met1.png
Bar = 50 um. Cells faint in the background.
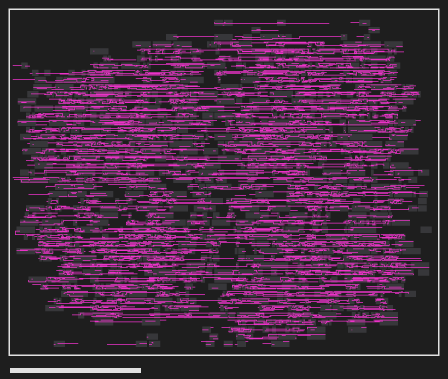
zoom.png
Bar = 5 um. Window x 112 to 132, y 89 to 109 um. Cells in grey, sequential cells in the stronger grey; small squares are vias.
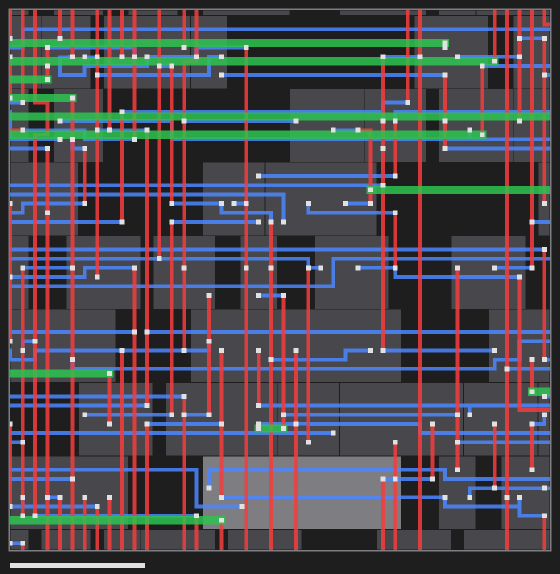
final_congestion.png
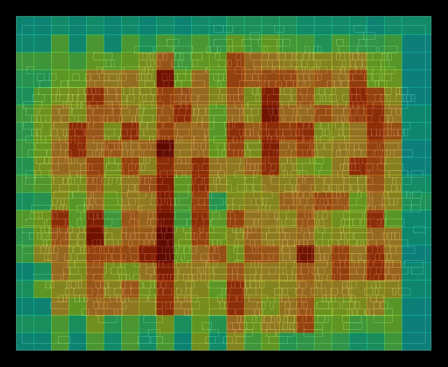
metal_stack.png
Bar = 50 um. Two of the layers only.
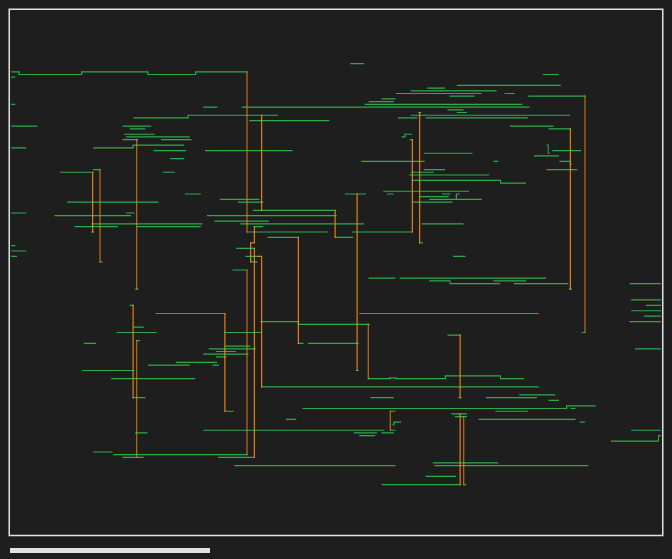
wire_density.png
33 x 26 tiles, from white (low) to dark blue (high), scaled to the fullest tile. Values are wire area over tile area, all layers added.
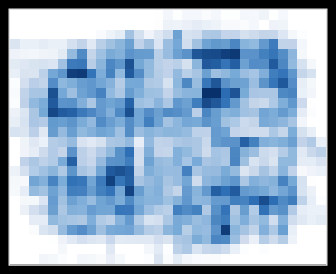
===== config.mk =====
export PLATFORM = sky130hd
export DESIGN_NAME = tick_timer_scheduler
export DESIGN_NICKNAME = d
export VERILOG_FILES = /design/src/rtl/tick_timer_scheduler.sv
export SDC_FILE = /design/constraint.sdc
export NUM_CORES = 1
export LEC_CHECK = 0
export CAP_MARGIN = 25
export CORE_ASPECT_RATIO = 0.8
export CORE_MARGIN = 2
export CORE_UTILIZATION = 40
export CTS_CLUSTER_DIAMETER = 40
export DETAILED_ROUTE_END_ITERATION = 10
export RECOVER_POWER = 25
export REMOVE_ABC_BUFFERS = 1
export SYNTH_ARGS = -nofsm -noshare
export SYNTH_HDL_FRONTEND = slang
export SYNTH_SLANG_ARGS = --single-unit

===== constraint.sdc =====
create_clock -name clk_50m -period 2.2 [get_ports clk_50m]
set_input_delay 0.33 -clock clk_50m [delete_from_list [all_inputs] [get_ports clk_50m]]
set_output_delay 0.33 -clock clk_50m [all_outputs]
set_load 0.05 [all_outputs]

===== src/rtl/tick_timer_scheduler.sv =====
// Four-channel millisecond timer scheduler.
// Each channel counts down on tick_1ms after being armed. Expiries are
// collected as pending/overrun flags and drained one per cycle onto a single
// valid/ready event port, using round-robin selection.
module tick_timer_scheduler #(
    parameter  int NUM_CH = 4,
    parameter  int CNT_W  = 16,
    localparam int CH_W   = $clog2(NUM_CH)
) (
    input  logic              clk_50m,
    input  logic              reset,
    input  logic              tick_1ms,
    input  logic              arm_valid,
    output logic              arm_ready,
    input  logic [CH_W-1:0]   arm_ch,
    input  logic [CNT_W-1:0]  arm_period,
    input  logic              arm_periodic,
    output logic              arm_err,
    input  logic              cancel_valid,
    input  logic [CH_W-1:0]   cancel_ch,
    output logic              evt_valid,
    input  logic              evt_ready,
    output logic [CH_W-1:0]   evt_ch,
    output logic              evt_overrun,
    output logic [NUM_CH-1:0] busy
);
    typedef enum logic {CH_IDLE = 1'b0, CH_RUNNING = 1'b1} ch_state_e;

    ch_state_e         r_state      [NUM_CH];
    ch_state_e         w_state_nxt  [NUM_CH];
    logic [CNT_W-1:0]  r_count      [NUM_CH];
    logic [CNT_W-1:0]  w_count_nxt  [NUM_CH];
    logic [CNT_W-1:0]  r_period     [NUM_CH];
    logic [CNT_W-1:0]  w_period_nxt [NUM_CH];
    logic [NUM_CH-1:0] r_periodic, w_periodic_nxt;
    logic [NUM_CH-1:0] r_pending,  w_pending_nxt;
    logic [NUM_CH-1:0] r_overrun,  w_overrun_nxt;
    logic [NUM_CH-1:0] w_arm_hit, w_cancel_hit, w_take;
    logic [CH_W-1:0]   r_rr, w_sel, w_idx;
    logic              w_found, w_load, w_arm_fire;
    logic              r_evt_valid, r_evt_overrun, r_arm_err;
    logic [CH_W-1:0]   r_evt_ch;

    assign arm_ready   = ~reset;
    assign w_arm_fire  = arm_valid & arm_ready;
    assign w_load      = ~r_evt_valid | evt_ready;
    assign evt_valid   = r_evt_valid;
    assign evt_ch      = r_evt_ch;
    assign evt_overrun = r_evt_overrun;
    assign arm_err     = r_arm_err;

    // Round-robin pick: first pending channel at or above the pointer, wrapping.
    always_comb begin
        w_sel   = '0;
        w_found = 1'b0;
        w_idx   = '0;
        for (int k = 0; k < NUM_CH; k++) begin
            w_idx = r_rr + CH_W'(k);
            if (!w_found && r_pending[w_idx]) begin
                w_sel   = w_idx;
                w_found = 1'b1;
            end
        end
    end

    // Per-channel request decode; arm with a zero period is ignored here.
    always_comb begin
        w_arm_hit    = '0;
        w_cancel_hit = '0;
        w_take       = '0;
        busy         = '0;
        for (int i = 0; i < NUM_CH; i++) begin
            w_arm_hit[i]    = w_arm_fire && (arm_ch == CH_W'(i)) && (arm_period != '0);
            w_cancel_hit[i] = cancel_valid && (cancel_ch == CH_W'(i));
            w_take[i]       = w_load && w_found && (w_sel == CH_W'(i));
            busy[i]         = (r_state[i] == CH_RUNNING);
        end
    end

    // Channel next state: arm beats cancel beats tick. A flag taken by the
    // event port this cycle is cleared first, so a coincident expiry is a
    // fresh pending rather than an overrun.
    always_comb begin
        w_state_nxt    = r_state;
        w_count_nxt    = r_count;
        w_period_nxt   = r_period;
        w_periodic_nxt = r_periodic;
        w_pending_nxt  = r_pending;
        w_overrun_nxt  = r_overrun;
        for (int i = 0; i < NUM_CH; i++) begin
            if (w_take[i]) begin
                w_pending_nxt[i] = 1'b0;
                w_overrun_nxt[i] = 1'b0;
            end
            if (w_arm_hit[i]) begin
                w_state_nxt[i]    = CH_RUNNING;
                w_count_nxt[i]    = arm_period;
                w_period_nxt[i]   = arm_period;
                w_periodic_nxt[i] = arm_periodic;
            end else if (w_cancel_hit[i]) begin
                w_state_nxt[i]   = CH_IDLE;
                w_pending_nxt[i] = 1'b0;
                w_overrun_nxt[i] = 1'b0;
            end else if (tick_1ms && (r_state[i] == CH_RUNNING)) begin
                if (r_count[i] == CNT_W'(1)) begin
                    if (w_pending_nxt[i]) begin
                        w_overrun_nxt[i] = 1'b1;
                    end else begin
                        w_pending_nxt[i] = 1'b1;
                    end
                    if (r_periodic[i]) begin
                        w_count_nxt[i] = r_period[i];
                    end else begin
                        w_state_nxt[i] = CH_IDLE;
                    end
                end else begin
                    w_count_nxt[i] = r_count[i] - CNT_W'(1);
                end
            end
        end
    end

    // State registers and the event output register.
    always_ff @(posedge clk_50m) begin
        if (reset) begin
            for (int i = 0; i < NUM_CH; i++) begin
                r_state[i]  <= CH_IDLE;
                r_count[i]  <= '0;
                r_period[i] <= '0;
            end
            r_periodic    <= '0;
            r_pending     <= '0;
            r_overrun     <= '0;
            r_rr          <= '0;
            r_evt_valid   <= 1'b0;
            r_evt_ch      <= '0;
            r_evt_overrun <= 1'b0;
            r_arm_err     <= 1'b0;
        end else begin
            r_state    <= w_state_nxt;
            r_count    <= w_count_nxt;
            r_period   <= w_period_nxt;
            r_periodic <= w_periodic_nxt;
            r_pending  <= w_pending_nxt;
            r_overrun  <= w_overrun_nxt;
            r_arm_err  <= w_arm_fire && (arm_period == '0);
            if (w_load) begin
                r_evt_valid <= w_found;
                if (w_found) begin
                    r_evt_ch      <= w_sel;
                    r_evt_overrun <= r_overrun[w_sel];
                    r_rr          <= w_sel + CH_W'(1);
                end
            end
        end
    end
endmodule


==> qor.yml <==
outcome: "finished, violations left"
failed_checks: "negative setup slack"
combPwrFrac: 0.180
die-width_um: 163
final-setup-viol-count: 4
layout_top_cell: "nand2_1"
logic_gate_count: 820
ys_seq_frac: 0.372
vias_per_cell: 5.79
syn_inst: 1061
hold_viol_final: 0
worst_ep_required_time_ns: 2.53
async_flop_share: 0
cp_max_fo: 3
start_kind: "flip-flop"
pwr-share-clk: 0.427
ys_ff: 151
cp.arrival_ns: 2.57
place_ws_ns: -0.410
ys_sh_mux: 0.00894
crit_path_top_delay_cell: "or4_4"
met3_usage: 0.0597
power.switching_w: 0.00206
top_logic_kind: "AND-OR/OR-AND gates"
rrSetupSlack_ns: -0.04
drt_iter0_drc: 798
fin_ws_ns: -0.0420
post_dp_cell_area_sq_um: 9890
## Picture notes: met1.png
share of all routed wire: 47%
nets with wire on the layer: 1187
main direction: horizontal
longest straight run: 49.7 um
grt met1 use: 0.379
routed vias: 8706
final WL: 28100 um

## Picture notes: zoom.png
[met1] blue
[met2] red
[met3] green
sequential cells in the window: 1
cells with their middle in the window: 30
most frequent: buf_4 (10), nand2_1 (3), buf_6 (2)
netlist names of flops here include: r_count (1)

## Picture notes: final_congestion.png
met2 usage: 0.380
wire per inst: 18.7 um

## Picture notes: metal_stack.png
[met4] orange | wire length: 659 um
[met3] green | wire length: 1900 um

## Picture notes: wire_density.png
nearly empty tiles: 16%
fullest tile: 0.63
tiles over half the peak: 27%
Global Route Usage Sum: 0.262

No activity file was given, so power comes from the tool's default toggle rates.
